File: src/rtl/mhsa_bank_arbiter_if.sv
// SoC-side access bus of the MHSA bank arbiter: request/grant handshake,
// tagged read return, error pulse and stall counter.
interface mhsa_bank_arbiter_if #(
   parameter int unsigned WIDTH = 64
);
   logic             req;
   logic             write_en;
   logic [31:0]      addr;
   logic [WIDTH-1:0] data_in;
   logic             gnt;
   logic             rvalid;
   logic [WIDTH-1:0] data_out;
   logic             err;
   logic [15:0]      stall_cnt;

   modport master (
      output req, write_en, addr, data_in,
      input  gnt, rvalid, data_out, err, stall_cnt
   );

   modport slave (
      input  req, write_en, addr, data_in,
      output gnt, rvalid, data_out, err, stall_cnt
   );
endinterface

File: src/rtl/mhsa_bank_arbiter.sv
// Arbitrates NUM_BANKS single-port SRAM banks between the SoC bus and the
// MHSA accelerator, draining in-flight reads on every ownership handover.
module mhsa_bank_arbiter #(
   parameter int unsigned WIDTH      = 64,
   parameter int unsigned NUM_BANKS  = 4,
   parameter int unsigned BANK_DEPTH = 4096,
   parameter int unsigned RD_LATENCY = 1,
   localparam int unsigned AW = $clog2(BANK_DEPTH),
   localparam int unsigned BW = (NUM_BANKS > 1) ? $clog2(NUM_BANKS) : 1
) (
   input  logic                       clk,
   input  logic                       rst_n,
   input  logic                       acc_req,
   output logic                       acc_gnt,
   input  logic [NUM_BANKS-1:0]       acc_we,
   input  logic [NUM_BANKS*AW-1:0]    acc_addr,
   input  logic [NUM_BANKS*WIDTH-1:0] acc_wdata,
   output logic [NUM_BANKS*WIDTH-1:0] acc_rdata,
   mhsa_bank_arbiter_if.slave         soc,
   output logic [NUM_BANKS-1:0]       bank_we,
   output logic [NUM_BANKS*AW-1:0]    bank_addr,
   output logic [NUM_BANKS*WIDTH-1:0] bank_wdata,
   input  logic [NUM_BANKS*WIDTH-1:0] bank_rdata
);

   localparam int unsigned SPAN = NUM_BANKS * BANK_DEPTH;
   localparam int unsigned TAIL = RD_LATENCY - 1;
   localparam int unsigned CW   = 3;

   typedef enum logic [1:0] {
      SOC_OWN,
      DRAIN_TO_ACC,
      ACC_OWN,
      DRAIN_TO_SOC
   } state_t;

   state_t state_q, state_d;
   logic [CW-1:0] drain_cnt_q, drain_cnt_d;

   logic [RD_LATENCY-1:0]         rd_vld_q;
   logic [RD_LATENCY-1:0][BW-1:0] rd_bank_q;
   logic [15:0]                   stall_q;
   logic                          err_q;
   logic                          acc_gnt_q;

   logic [NUM_BANKS-1:0][AW-1:0]    acc_addr_arr, bank_addr_arr;
   logic [NUM_BANKS-1:0][WIDTH-1:0] acc_wdata_arr, bank_wdata_arr, rdata_arr;

   logic          in_range;
   logic          soc_gnt_c;
   logic [BW-1:0] bank_sel;
   logic [AW-1:0] word_sel;
   logic          rd_push;

   assign acc_addr_arr  = acc_addr;
   assign acc_wdata_arr = acc_wdata;
   assign rdata_arr     = bank_rdata;
   assign bank_addr     = bank_addr_arr;
   assign bank_wdata    = bank_wdata_arr;

   assign in_range  = soc.addr < 32'(SPAN);
   assign bank_sel  = soc.addr[AW +: BW];
   assign word_sel  = soc.addr[AW-1:0];
   // Gated by rst_n so the banks see nothing while reset is held.
   assign soc_gnt_c = rst_n & soc.req & in_range & (state_q == SOC_OWN);
   assign rd_push   = soc_gnt_c & ~soc.write_en;

   assign soc.gnt       = soc_gnt_c;
   assign soc.rvalid    = rd_vld_q[TAIL];
   assign soc.data_out  = rd_vld_q[TAIL] ? rdata_arr[rd_bank_q[TAIL]] : '0;
   assign soc.err       = err_q;
   assign soc.stall_cnt = stall_q;
   assign acc_gnt       = acc_gnt_q;

   // State, read-return pipeline, stall counter and error pulse.
   always_ff @(posedge clk or negedge rst_n) begin
      if (!rst_n) begin
         state_q     <= SOC_OWN;
         drain_cnt_q <= '0;
         rd_vld_q    <= '0;
         rd_bank_q   <= '0;
         stall_q     <= '0;
         err_q       <= 1'b0;
         acc_gnt_q   <= 1'b0;
      end else begin
         state_q     <= state_d;
         drain_cnt_q <= drain_cnt_d;
         rd_vld_q    <= RD_LATENCY'({rd_vld_q, rd_push});
         rd_bank_q   <= (RD_LATENCY*BW)'({rd_bank_q, bank_sel});
         if (soc.req && in_range && !soc_gnt_c && (stall_q != 16'hFFFF))
            stall_q <= stall_q + 16'd1;
         err_q       <= soc.req & ~in_range & (state_q == SOC_OWN);
         acc_gnt_q   <= (state_d == ACC_OWN);
      end
   end

   // Next state plus bank steering for the current owner.
   always_comb begin
      state_d        = state_q;
      drain_cnt_d    = '0;
      bank_we        = '0;
      bank_addr_arr  = '0;
      bank_wdata_arr = '0;
      acc_rdata      = '0;

      case (state_q)
         SOC_OWN: begin
            if (acc_req) state_d = DRAIN_TO_ACC;
            if (soc_gnt_c) begin
               bank_we[bank_sel]        = soc.write_en;
               bank_addr_arr[bank_sel]  = word_sel;
               bank_wdata_arr[bank_sel] = soc.data_in;
            end
         end
         DRAIN_TO_ACC: begin
            if (rd_vld_q == '0) state_d = ACC_OWN;
         end
         ACC_OWN: begin
            if (!acc_req) state_d = DRAIN_TO_SOC;
            bank_we        = acc_we;
            bank_addr_arr  = acc_addr_arr;
            bank_wdata_arr = acc_wdata_arr;
            acc_rdata      = bank_rdata;
         end
         DRAIN_TO_SOC: begin
            // Accelerator keeps the address mux so its last reads complete.
            if (drain_cnt_q == CW'(RD_LATENCY - 1)) state_d = SOC_OWN;
            else drain_cnt_d = drain_cnt_q + CW'(1);
            bank_addr_arr  = acc_addr_arr;
            bank_wdata_arr = acc_wdata_arr;
            acc_rdata      = bank_rdata;
         end
         default: state_d = SOC_OWN;
      endcase
   end

endmodule

File: src/flat_wrapper.sv
// flat-port wrapper written by rule: the top's interface ports become plain ports
module mhsa_bank_arbiter_flat 
#(
   parameter int unsigned WIDTH      = 64,
   parameter int unsigned NUM_BANKS  = 4,
   parameter int unsigned BANK_DEPTH = 4096,
   parameter int unsigned RD_LATENCY = 1,
   localparam int unsigned AW = $clog2(BANK_DEPTH),
   localparam int unsigned BW = (NUM_BANKS > 1) ? $clog2(NUM_BANKS) : 1
)
  (clk, rst_n, acc_req, acc_gnt, acc_we, acc_addr, acc_wdata, acc_rdata, bank_we, bank_addr, bank_wdata, bank_rdata, soc_req, soc_write_en, soc_addr, soc_data_in, soc_gnt, soc_rvalid, soc_data_out, soc_err, soc_stall_cnt);
  mhsa_bank_arbiter_if #(.WIDTH(WIDTH)) soc_i ();
  input  logic clk;
  input  logic rst_n;
  input  logic acc_req;
  output logic acc_gnt;
  input  logic [NUM_BANKS-1:0] acc_we;
  input  logic [NUM_BANKS*AW-1:0] acc_addr;
  input  logic [NUM_BANKS*WIDTH-1:0] acc_wdata;
  output logic [NUM_BANKS*WIDTH-1:0] acc_rdata;
  output logic [NUM_BANKS-1:0] bank_we;
  output logic [NUM_BANKS*AW-1:0] bank_addr;
  output logic [NUM_BANKS*WIDTH-1:0] bank_wdata;
  input  logic [NUM_BANKS*WIDTH-1:0] bank_rdata;
  input wire logic [$bits(soc_i.req)-1:0] soc_req;
  input wire logic [$bits(soc_i.write_en)-1:0] soc_write_en;
  input wire logic [$bits(soc_i.addr)-1:0] soc_addr;
  input wire logic [$bits(soc_i.data_in)-1:0] soc_data_in;
  output wire logic [$bits(soc_i.gnt)-1:0] soc_gnt;
  output wire logic [$bits(soc_i.rvalid)-1:0] soc_rvalid;
  output wire logic [$bits(soc_i.data_out)-1:0] soc_data_out;
  output wire logic [$bits(soc_i.err)-1:0] soc_err;
  output wire logic [$bits(soc_i.stall_cnt)-1:0] soc_stall_cnt;
  assign soc_i.req = soc_req;
  assign soc_i.write_en = soc_write_en;
  assign soc_i.addr = soc_addr;
  assign soc_i.data_in = soc_data_in;
  assign soc_gnt = soc_i.gnt;
  assign soc_rvalid = soc_i.rvalid;
  assign soc_data_out = soc_i.data_out;
  assign soc_err = soc_i.err;
  assign soc_stall_cnt = soc_i.stall_cnt;
  mhsa_bank_arbiter #(.WIDTH(WIDTH), .NUM_BANKS(NUM_BANKS), .BANK_DEPTH(BANK_DEPTH), .RD_LATENCY(RD_LATENCY)) u_core (.clk(clk), .rst_n(rst_n), .acc_req(acc_req), .acc_gnt(acc_gnt), .acc_we(acc_we), .acc_addr(acc_addr), .acc_wdata(acc_wdata), .acc_rdata(acc_rdata), .soc(soc_i), .bank_we(bank_we), .bank_addr(bank_addr), .bank_wdata(bank_wdata), .bank_rdata(bank_rdata));
endmodule
File: config.mk
export PLATFORM = sky130hd
export DESIGN_NAME = mhsa_bank_arbiter_flat
export DESIGN_NICKNAME = d
export VERILOG_FILES = /design/src/rtl/mhsa_bank_arbiter_if.sv /design/src/rtl/mhsa_bank_arbiter.sv /design/src/flat_wrapper.sv
export SDC_FILE = /design/constraint.sdc
export NUM_CORES = 1
export LEC_CHECK = 0
export CORE_AREA = 2 2 515 517
export CTS_BUF_LIST = sky130_fd_sc_hd__clkbuf_8
export CTS_CLUSTER_DIAMETER = 150
export DETAILED_ROUTE_END_ITERATION = 10
export DIE_AREA = 0 0 517 519
export PLACE_DENSITY = 0.3
export SLEW_MARGIN = 0
export SYNTH_ARGS = -nofsm -noshare
export SYNTH_HDL_FRONTEND = slang
export SYNTH_SLANG_ARGS = --single-unit
File: constraint.sdc
create_clock -name clk -period 2.5 [get_ports clk]
set_clock_uncertainty 0.1 [all_clocks]
set_input_delay 0.375 -clock clk [delete_from_list [all_inputs] [get_ports clk]]
set_output_delay 0.375 -clock clk [all_outputs]
set_load 0.005 [all_outputs]
**Run 1: met2 routing**

Bar = 200 um.
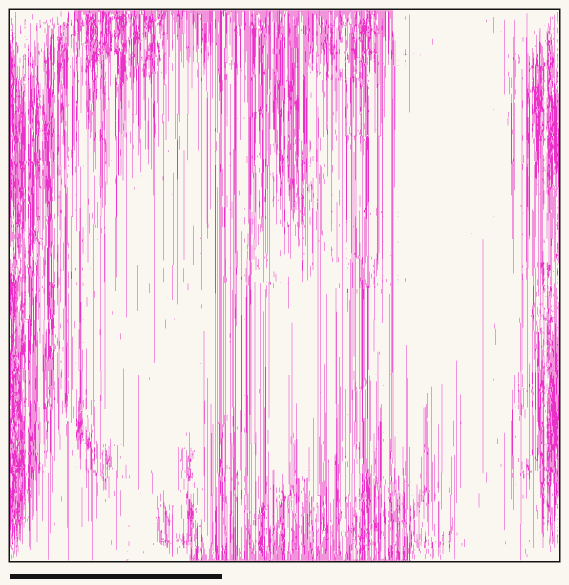
nets with wire on the layer: 3055
longest straight run: 432 um
wire length on this layer: 113 mm
share of all routed wire: 47%
vias after detailed routing: 17353
met2 Use GR: 27.29%
Total Routed Length: 240600 um

**Run 1: signal wires on met3**

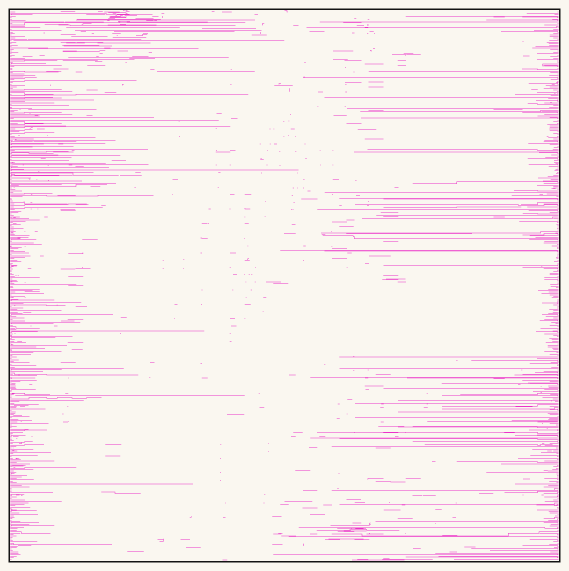
nets with wire on the layer: 972
wire length on this layer: 29.1 mm
met3 Use GR: 7.900%

**Run 1: power grid**

Bar = 200 um. Pins as bars on the die edge.
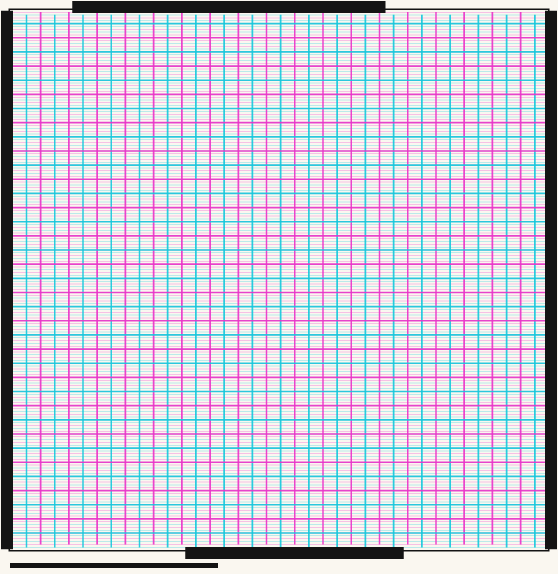
| net | colour |
|---|---|
| VSS | cyan |
| VDD | magenta |
met4 straps: 37
met1 rails: 190
met5 straps: 37
signal pins: 1313
rows: 189
core footprint: 263400 um2
maximum vdd drop: 0.3311 mV
die height: 519 um
die width: 517 um

**Run 1: clock routing**

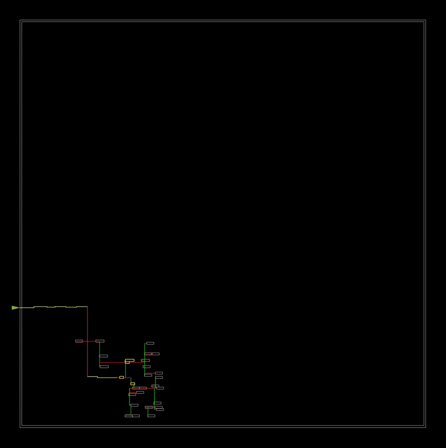
CTS Buf Count: 3
Flop Count: 26
clk latency late pin: 0.28 ns
CTS Sinks: 26
clock buf count: 3

[run 1: final timing paths]
path | depth (start not counted) | end | start | slack [ns]
setup reg to reg | 7 | u_core.soc.stall_cnt[1]$_DFFE_PN0P_ | u_core.soc.stall_cnt[0]$_DFFE_PN0P_ | 0.22
hold / removal | 2 | u_core.soc.err$_DFF_PN0_ | rst_n | 0.17
setup / recovery | 13 | bank_wdata[29] | soc_addr[20] | -0.59
max in group asynchronous | 2 | u_core.state_q[1]$_DFF_PN0_ | rst_n | 1.87
min in group clk | 1 | u_core.drain_cnt_q[0]$_DFF_PN0_ | u_core.drain_cnt_q[0]$_DFF_PN0_ | 0.37
hold reg to reg | 1 | u_core.drain_cnt_q[0]$_DFF_PN0_ | u_core.drain_cnt_q[0]$_DFF_PN0_ | 0.37
[run 1: layer usage]
metal | wire length [um] | share of wire [%]
met1 | 90370 | 38
met2 | 112600 | 47
met3 | 29090 | 12
met4 | 7796 | 3.2
met5 | 745 | 0.31
[run 1: flip-flops by register name (all words and copies together), names as in the netlist]
| register | count |
|---|---|
| u_core.acc_gnt | 1 |
| u_core.drain_cnt_q | 3 |
| u_core.rd_bank_q | 2 |
| u_core.soc.err | 1 |
| u_core.soc.rvalid | 1 |
| u_core.soc.stall_cnt | 16 |
| u_core.state_q | 2 |
[run 1: worst reg2reg max path: stages, from the launching register on]
cell and delay, ns:
dfrtp_1 0.48, ha_1 0.31, nand4_1 0.16, nor4_1 0.43
buf_4 0.20, nor4_4 0.04, buf_12 0.15, mux2_1 0.31
[run 1: timing repair]
| item | in CTS | in global routing |
|---|---|---|
| resized | 723 | 759 |
| gates cloned | 18 | 32 |
| pin swaps | 71 | 95 |
| setup buffers | 94 | 140 |
| setup endpoints to repair | 607 | 609 |
[run 1: per-stage QoR]
stage	setup slack [ns]	util (%)
after floorplan	0.3723	-
after global placement	-1.399	10.79
after detailed placement	-1.335	10.79
after CTS	-0.6696	11.59
after global routing	-0.6523	12.82
final	-0.5864	12.85
[run 1: cells in the mapped netlist (all sizes together)]
| cell | n |
|---|---|
| and2 | 323 |
| a22o | 304 |
| clkbuf | 76 |
| mux4 | 64 |
| buf | 42 |
| dfrtp | 26 |
| nand2 | 13 |
| xnor2 | 13 |
| nand4 | 11 |
| nor2 | 11 |
| nand3 | 10 |
| nor4 | 7 |
| and3 | 6 |
| a21oi | 5 |
| nand2b | 5 |
| nor3 | 4 |
| ha | 3 |
| inv | 3 |
| nand4b | 3 |
| o21ai | 3 |
| mux2 | 2 |
| nor2b | 2 |
| a21bo | 1 |
| mux2i | 1 |
| or3b | 1 |
| xor2 | 1 |
[run 1: cells in the final DEF (no fill, tap or decap), types with 22 or more instances in the layout]
master             n
buf_8             36
buf_12           241
a22o_4           130
clkbuf_2          26
and2_4            51
mux4_2            64
and2_1           272
clkbuf_16         22
buf_2            131
dlymetal6s2s_1   238
diode_2           54
a22o_1           173
clkdlybuf4s50_1  666
buf_4            160
dfrtp_1           22
buf_6            168
buf_16            29
[run 1: power by group]
group / total [mW] / switching [mW] / internal (mW)
clock: 0.364 / 0.150 / 0.214
combinational: 18.3 / 8.56 / 9.70
sequential: 0.491 / 0.0335 / 0.457
total: 19.1 / 8.74 / 10.4
==> results.json, run 1 <==
{
  "timing.critical_path.mode_cell": "buf_12",
  "drive_gt1_share_pct": 42.83,
  "ys_cells": 940,
  "yosysSeqAreaShare_pct": 8.066,
  "tap_cells": 3533,
  "fa_ha_area_share_pct": 0.4653,
  "drt-initial-drc-count": 961,
  "grt_usage_pct": 16.26,
  "violations": "negative setup slack",
  "finalCriticalPeriod_ns": 3.086,
  "whs_ns": 0.1654,
  "overflow": 0,
  "setup_ws_ns": -0.5864,
  "path_max_fanout": 6,
  "maxSlewHeadroom_pct": 55.18,
  "end_kind": "primary output",
  "crit_arrival_ns": 2.61,
  "yosysWarnings": 0,
  "ant_nets": 0,
  "synthTopCellsByArea": "a22o_1 33%, and2_1 25%, mux4_2 18%, dfrtp_1 8.1%, clkbuf_1 3.5%",
  "leakagePower_nw": 16.25,
  "ys_sh_simple_pct": 30.88,
  "cts_tree": "yes",
  "sh_seq_area_pct": 1.966,
  "synth_area_leader_cell": "a22o_1",
  "synth_xor_xnor_area_share_pct": 1.613,
  "warning_count": 30,
  "htree_levels": 1,
  "final.setup.tns_ns": -131.85,
  "place.detailed.hpwl_um": 206800,
  "grt_pass1_vias": 16611,
  "layout.nets": 3223,
  "slowest_delay_ns": 0.37,
  "place_area_um2": 28430,
  "final_cells": 6141,
  "critical_path_class": "in2out",
  "rsz0062_at_grt": "yes",
  "ctsLongestPathBuffers": 2,
  "syn_nets": 1608,
  "fp_util_pct": 3.062,
  "grt_pass1_wl_um": 265200,
  "ys_sh_mux_pct": 18.27,
  "place.port_buffers": 1312,
  "critPathSlowestCell": "nor4_4",
  "synthDistinctLibCells": 38,
  "comb_area_share_pct": 24.26,
  "logic_area_um2": 8213,
  "ys_area_um2": 8066,
  "ys_ff": 26,
  "signal_buffers": 1728,
  "setup_violations": 411,
  "bufAreaShareNonClock_pct": 60.08,
  "finalHoldViolations": 0,
  "outcome": "complete, but fails checks",
  "cts_root_buf": "clkbuf_8"
}
==> run 2: changes to the inputs <==
--- a/config.mk
+++ b/config.mk
@@ -5,11 +5,12 @@
 export SDC_FILE = /design/constraint.sdc
 export NUM_CORES = 1
 export LEC_CHECK = 0
-export CORE_AREA = 2 2 515 517
+export ABC_AREA = 1
+export CORE_AREA = 2 2 514 516
 export CTS_BUF_LIST = sky130_fd_sc_hd__clkbuf_8
 export CTS_CLUSTER_DIAMETER = 150
 export DETAILED_ROUTE_END_ITERATION = 10
-export DIE_AREA = 0 0 517 519
+export DIE_AREA = 0 0 516 518
 export PLACE_DENSITY = 0.3
 export SLEW_MARGIN = 0
 export SYNTH_ARGS = -nofsm -noshare
**Run 2: metal layers overlaid**

Bar = 200 um. Two of the layers only.
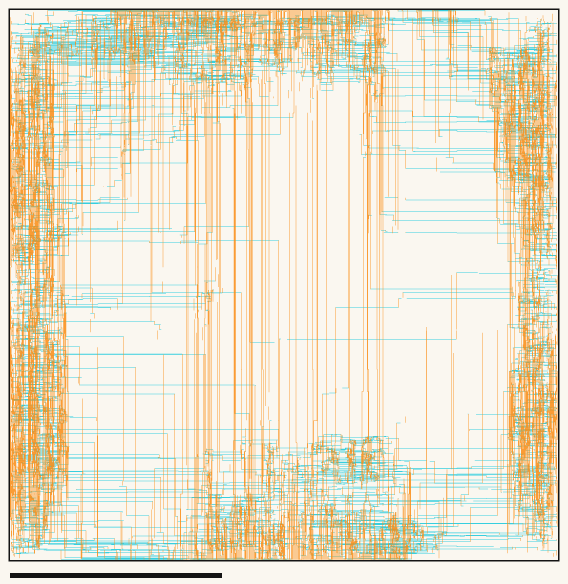
| layer | colour | wire length |
|---|---|---|
| met2 | orange | 105 mm |
| met1 | cyan | 65.5 mm |
gr usage total: 13.49%
vias after detailed routing: 23169
wire per inst: 25.79 um
Total Routed Length: 195900 um

**Run 2: clock routing**

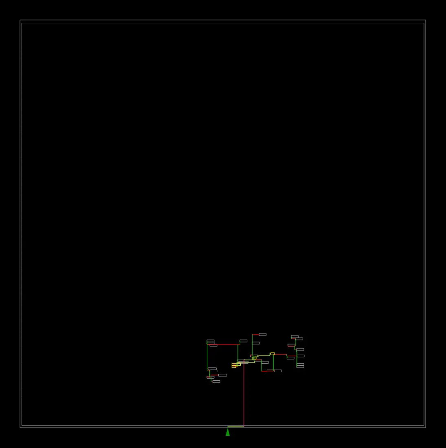
clk latency late pin: 0.29 ns
Power Clock: 0.381 mW

==> run 2 against run 1 <==
Compared with the run above:
- the flow still finishes with violations (negative setup slack)
- die size decreased by 0.39%
- non-clock buffer count increased by 210
- routed wire length decreased by 19%
- worst hold slack got worse by 0.066 ns
- critical path depth decreased by 1
- core utilization increased by 1.9 points
- first-iteration DRC count increased by 31%
- combinational power decreased by 9%
- power decreased by 8.5%
- sequential power decreased by 2%
- maximum frequency increased by 6.0%
- largest cell class unchanged
==> results.json, run 2 <==
{
  "max_cap_violations": 0,
  "yosysSeqAreaShare_pct": 5.916,
  "post-place-ws_ns": -1.671,
  "die_y_um": 518,
  "flop_cell": "dfrtp_1",
  "setup_ws_ns": -0.4127,
  "maxSlewHeadroom_pct": 66.27,
  "ys_cells": 2294,
  "path_clk_slew_ns": 0.11,
  "core_area_um2": 261600,
  "die_x_um": 516,
  "logic_area_um2": 10590,
  "post-route-period-util_pct": 116.5,
  "edf_count": 0,
  "ctsLongestPathBuffers": 2,
  "layout.nets": 4728,
  "violations": "negative setup slack",
  "timing.fmax_mhz": 343.3,
  "place.detailed.hpwl_um": 157400,
  "die_area_um2": 267300,
  "ys_top_cells_by_count": "939 x nand2_1, 290 x nor2_1, 284 x inv_1",
  "largest_register_ffs": 16,
  "leakagePower_nw": 19.52,
  "critical_path_class": "reg2out",
  "grt_max_degree": 54,
  "cts_root_buf": "clkbuf_8",
  "regArea_um2": 661.9,
  "synth_area_leader_cell": "nand2_1",
  "setup_violations": 389,
  "drc": 0,
  "synthTopCellsByArea": "nand2_1 32%, o21ai_2 16%, nor2_1 9.9%, inv_1 9.7%, o21ai_0 9.0%",
  "final_common_cell": "nand2_1",
  "outcome": "complete, but fails checks",
  "r2r_start": "u_core.state_q[1]$_DFF_PN0_",
  "boundaryPins": 1313,
  "yosysWarnings": 0,
  "design_area_um2": 38690,
  "warning_count": 29,
  "drive_gt1_share_pct": 38.70,
  "power-per-cell-area_nw_per_um2": 451.9,
  "cp_data_required_time_ns": 2.03,
  "finalMaxSlewViolations": 0,
  "grt_pass1_vias": 23546,
  "ir_drop_mv": 0.4100,
  "fp_util_pct": 4.204,
  "clock-sinks": 26,
  "place_area_um2": 31750,
  "hp-class": "in2async",
  "drt-initial-drc-count": 1261,
  "crit_path_start": "u_core.state_q[1]$_DFF_PN0_",
  "crit_arrival_ns": 2.44,
  "ys_ff": 26,
  "gp_congestion": 0.8988,
  "cts_tree": "yes",
  "synthMostInstantiatedCell": "nand2_1",
  "place.port_buffers": 1312,
  "synthArstFlopShare_pct": 100.0,
  "grt_pass1_wl_um": 239800,
  "fillers": 30332,
  "finalHoldViolations": 0,
  "end_kind": "primary output",
  "final.setup.tns_ns": -69.48,
  "ant_nets": 0,
  "syn_avg_cell_area_um2": 4.794,
  "htree_levels": 1,
  "overflow": 0,
  "synthDistinctLibCells": 28,
  "numCtsBuffers": 3,
  "mostFrequentLayoutCells": "930 x nand2_1, 676 x clkdlybuf4s50_1, 282 x inv_1",
  "rsz0062_at_grt": "yes",
  "finalCriticalPeriod_ns": 2.913,
  "path_max_fanout": 8,
  "syn_nets": 2962,
  "firstDrtPassIters": 5,
  "ys_area_um2": 11000
}
## run 2: netlist changes by cell type after synthesis, sizes merged, moves of 288 or more
cell and change:
and2 -321, nor2 +288, o21ai +439, inv +289, nand2 +928, a22o -304
## run 2: power breakdown
part	leakage [nW]	total, mW	internal [mW]	switching (mW)
Combinational	19.1	16.6	8.16	8.46
Clock	0.0358	0.381	0.215	0.166
Sequential	0.350	0.480	0.457	0.0228
Total	19.5	17.5	8.83	8.65
## run 2: metal layers
layer  up-vias  routed length, um  global-route usage, %
met5         -                177                      0
met4        26              11760                  6.709
met3       286              13460                  3.169
met2      1241             105000                  26.27
met1     10984              65540                  13.03
li1      10632                  -                      -
## run 2: critical path, stage by stage, from the launching register on
cell	delay (ns)
dfrtp_4	0.50
nor2_4	0.10
inv_2	0.04
nor3_2	0.18
buf_4	0.16
nand2_8	0.08
buf_16	0.17
buf_16	0.18
buf_12	0.14
buf_8	0.12
buf_16	0.15
o21ai_2	0.12
buf_2	0.15
## run 2: cells by family after synthesis
group / count (synthesis) / share of synthesized area, %
buffers and inverters: 469 / 18.18
DFF: 26 / 5.916
and+or+nand+nor: 1284 / 45.25
xor gates and xnor gates: 4 / 0.3185
AOI/OAI and AO/OA: 508 / 29.99
adders and majority gates: 3 / 0.3414
## run 2: through the flow
step                      instances  power (mW)  util (%)  hold slack [ns]
after floorplan                2294       4.835         -         -0.02059
after global placement         7268       15.79     12.14           0.3559
after detailed placement       7268       15.65     12.14           0.3686
after CTS                      7479       16.21     13.56           0.1043
after global routing           7593       18.58     14.79           0.1157
final                          7597       17.48     14.79          0.09963
## run 2: what timing repair did
item,in CTS,in global routing
buffers inserted,179,143
gates resized,1887,822
pin swaps,117,197
gates cloned,43,25
setup endpoints to repair,610,622
## run 2: path summary, 6_finish.rpt
kind,to,slack (ns),cells past startpoint
setup / recovery,bank_wdata[59],-0.41,12
hold / removal,u_core.soc.stall_cnt[9]$_DFFE_PN0P_,0.1,2
setup reg to reg,u_core.acc_gnt$_DFF_PN0_,0.37,11
hold reg to reg,u_core.drain_cnt_q[0]$_DFF_PN0_,0.38,1
max in group asynchronous,u_core.rd_bank_q[1]$_DFF_PN0_,1.86,2
min in group clk,u_core.drain_cnt_q[0]$_DFF_PN0_,0.38,1
## run 2: area by class of cell
cell class                 count  area share, %
clock buffer                   3         0.1067
multi-input combinational   1799          27.37
inverter                     292          2.923
tap                         3515          11.37
clock inverter                 1        0.07761
antenna                       23         0.1488
sequential                    26          1.711
timing repair buffer        1938          56.29
Power is estimated from default activity; no workload was simulated.
